Design p09_spi_rx, sky130hd; sources not shown.
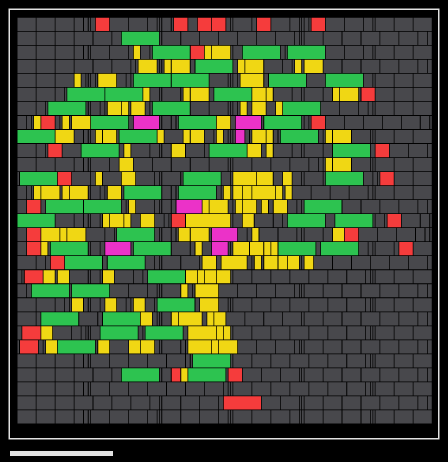
cell_classes.png
The bar under the picture is 20 um long. Fill, decap, tap and diode cells in gray.
legend:
  red:
    class: other buffers and delay cells
    cells: 28
  green:
    class: flip-flops
    cells: 54
  yellow:
    class: all other logic
    cells: 127
  magenta:
    class: clock drivers and dummy loads
    cells: 7
flop share of the area: 0.4645
CORE AREA: 6350 sq um
Core Util, Final: 0.3665
site row count: 29

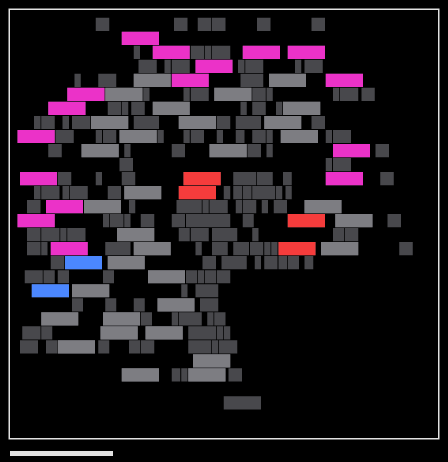
registers.png
The bar under the picture is 20 um long. Other sequential cells in the stronger gray, the rest of the logic in the fainter gray.
legend:
  magenta:
    name_in_the_netlist: `word`
    placed_flops: 16
  red:
    name_in_the_netlist: `bitCnt_q`
    placed_flops: 4
    where: middle
  blue:
    name_in_the_netlist: `mosiSync_q`
    placed_flops: 2
not colored: 32
Sequential Power: 919 uW
Reg area: 1081 sq um

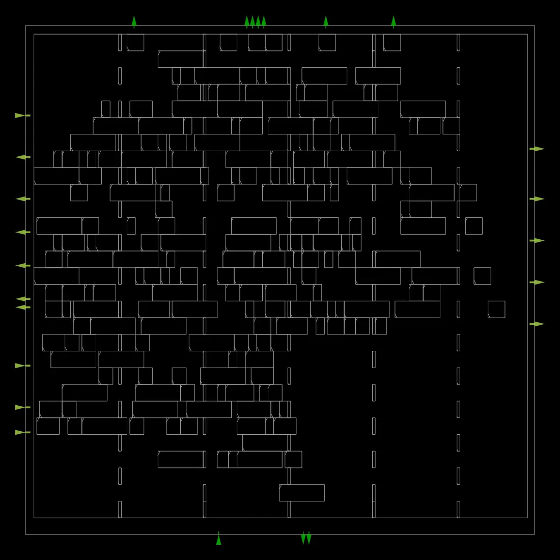
final_placement.png
n_taps: 77
final std cells w/o fill: 293

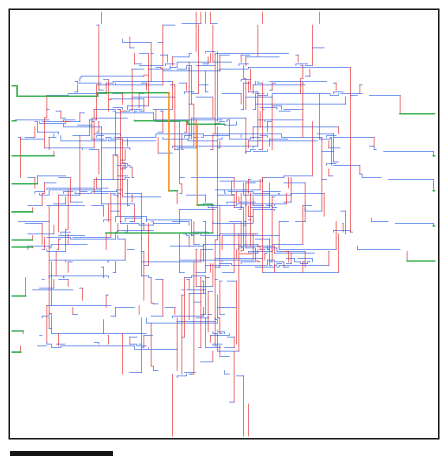
metal_stack.png
The bar under the picture is 20 um long.
legend:
  green:
    layer: met3
    wire_length: 121 um
  red:
    layer: met2
    wire_length: 1,390 um
  orange:
    layer: met4
    wire_length: 34.7 um
  blue:
    layer: met1
    wire_length: 1,560 um
Tot GR Track Use: 0.09831
via count: 1,338
WL/cell: 10.59 um
final WL: 3104 um

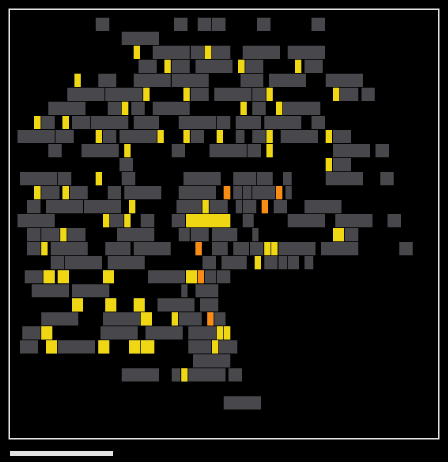
gate_families.png
The bar under the picture is 20 um long.
legend:
  orange:
    family: inverters
    cells: 6
    where: middle
  yellow:
    family: NOR gates
    cells: 56
Top cell excl fill/tap: dfxtp_1
Comb area share: 0.3511

==> impl_metrics.py <==
# Physical implementation metrics
metrics = {
    "power": {
        "p_per_area_nw_per_um2": 683.1,
        "power_uw": 1590,
        "p_comb_frac": 0.121,
        "switching_power_uw": 408.4,
        "clockPowerShare": 0.301,
        "p_leak_uw": 0.0008683,
        "vdd_drop_max_mv": 0.4002,
        "sw_frac_of_total": 0.2569,
    },
    "detailed_routing": {
        "drc": 0,
        "ant_nets": 0,
        "drtIter0Drc": 74,
        "drtPass1Iterations": 4,
    },
    "place": {
        "place_ws_ns": 0.4528,
        "place.gp.congestion": 0.7082,
        "portBuffers": 24,
    },
    "setup_path": {
        "crit_cells": 6,
        "max_stage_delay_ns": 0.47,
        "r2r_slack_ns": 0.45,
        "cp-start-kind": "flip-flop",
        "critPathKind": "flip-flop to flip-flop",
        "cp_cell_sequence": "inv_1 > ha_2 > nand2b_4 > o211ai_1 > or3_2 > a21oi_1",
        "critical-path-top-delay-family": "simple AND/OR/NAND/NOR gates",
        "required_ns": 2.42,
        "cp_num_buf_inv": 1,
        "arrival_ns": 1.97,
        "slowest_stage": "or3_2",
        "critPathCaptureType": "flip-flop",
    },
    "die": {
        "fp-utilization": 0.3101,
        "dieArea_sq_um": 6892,
        "die_x_um": 83.02,
        "ioPinCount": 25,
        "die_h_um": 83.02,
    },
    "clock_tree": {
        "cts_resized": 0,
        "clock_latency_ns": 0.29,
        "cts_tree": "done",
        "ctsHtreeMaxLevel": 2,
        "cts_max_path_buffers": 2,
        "cts_hold_repair.buffers": 0,
        "clkTransAtPathRegs_ns": 0.09,
        "cts-buffers-inserted": 5,
        "cts_sinks": 54,
        "root_buffer": "clkbuf_8",
        "post-cts-setup-buffers": 0,
    },
    "final_timing": {
        "fmax_mhz": 513.3,
        "fin_tns_setup_ns": 0,
        "worst_pin_slew_ns": 0.5248,
        "final.setup.worst_slack_ns": 0.4520,
        "fin_crit_ns": 1.948,
        "grt_setup_unrepaired": "no",
        "finalSetupViolCount": 0,
        "slew_headroom": 0.6501,
        "slew_violations": 0,
    },
    "logic_synthesis": {
        "ys_cells": 191,
        "synth_cell_types": 30,
        "synthesis.nets": 202,
        "avgSynthCellArea_sq_um": 10.31,
        "largest_area_cell": "dfxtp_1",
        "syn-cell-area_sq_um": 1969,
        "yosys-top-cells-area": "dfxtp_1, mux2i_1, nor2_1",
        "top_area_frac": 0.5489,
        "netlist_instances": 191,
        "ys_warn_count": 0,
        "synth_chip_area_sq_um": 1969,
    },
    "cells_and_area": {
        "mostFrequentLayoutCells": "dfxtp_1, nor2_1, buf_4, mux2i_1, a22oi_1",
        "nets": 227,
        "area_growth_pct": 18.17,
        "fillers": 632,
    },
    "job": {
        "cap_violations": 0,
        "warning_count": 30,
    },
    "min_path": {
        "worstHoldPathType": "flip-flop to flip-flop",
        "min_path_cells": 1,
    },
    "global_route": {
        "antenna_found_initial": 0,
        "grt_pass1_wl_um": 5671,
        "grt_remaining_overflow": 0,
    },
    "status": {
        "status": "finished, final reports clean",
    },
}
-- layout make-up --
cell class | instances | area [sq um] | area share
clock buffers | 5 | 68.82 | 0.02957
repair buffers | 28 | 227.7 | 0.09785
flip-flops and latches | 54 | 1081 | 0.4645
clock inverters | 2 | 13.76 | 0.005914
multi-input cells | 121 | 817.0 | 0.3511
inverters | 6 | 22.52 | 0.009677
well taps | 77 | 96.34 | 0.04140
-- cells in the mapped netlist, drive strengths merged --
cell    number
a31oi        1
a21oi        3
nand3        1
and3         1
a211oi       1
a22oi       16
nor2b       13
nor4b        1
nand3b       2
dfxtp       54
or3          2
ha           6
inv          6
o21ai        1
nor2        41
nor3b        1
o211ai       1
a211o        1
xnor2        1
mux2i       19
nand4b       1
clkbuf       6
nand2b       4
buf          4
nand2        4
-- cells by family (layout without fill, tap and decap cells) --
group,Yosys count,count (layout),share of synthesized area
and+or+nand+nor,71,71,0.1849
muxes,19,19,0.09657
AOI/OAI and AO/OA,24,24,0.08958
DFF,54,54,0.5489
adders and majority gates,6,6,0.03812
xor gates and xnor gates,1,1,0.004448
buffers and inverters,16,41,0.03748
-- power by group through the flow --
stage               Combinational [uW]  Clock [uW]  Sequential, uW
global route                       213         542             921
global placement                   193           0             940
finish                             192         479             919
CTS                                193         509             919
floorplan                          159           0             938
detailed placement                 193           0             940
-- layer usage --
metal  vias up  share of wire  GRT usage
li1        691              -          -
met3         4          0.039    0.03181
met1       622           0.50     0.1286
met4         0          0.011    0.02821
met2        21           0.45     0.1550
met5         -              0          0
-- metrics by stage --
stage,util,cell area (sq um),std cells
6_report,0.3665,2327,293
5_1_grt,0.3665,2327,293
4_1_cts,0.3665,2327,293
3_5_place_dp,0.3535,2245,286
3_3_place_gp,0.3535,2245,286
2_1_floorplan,-,1972,191
Power and IR drop assume default switching activity.
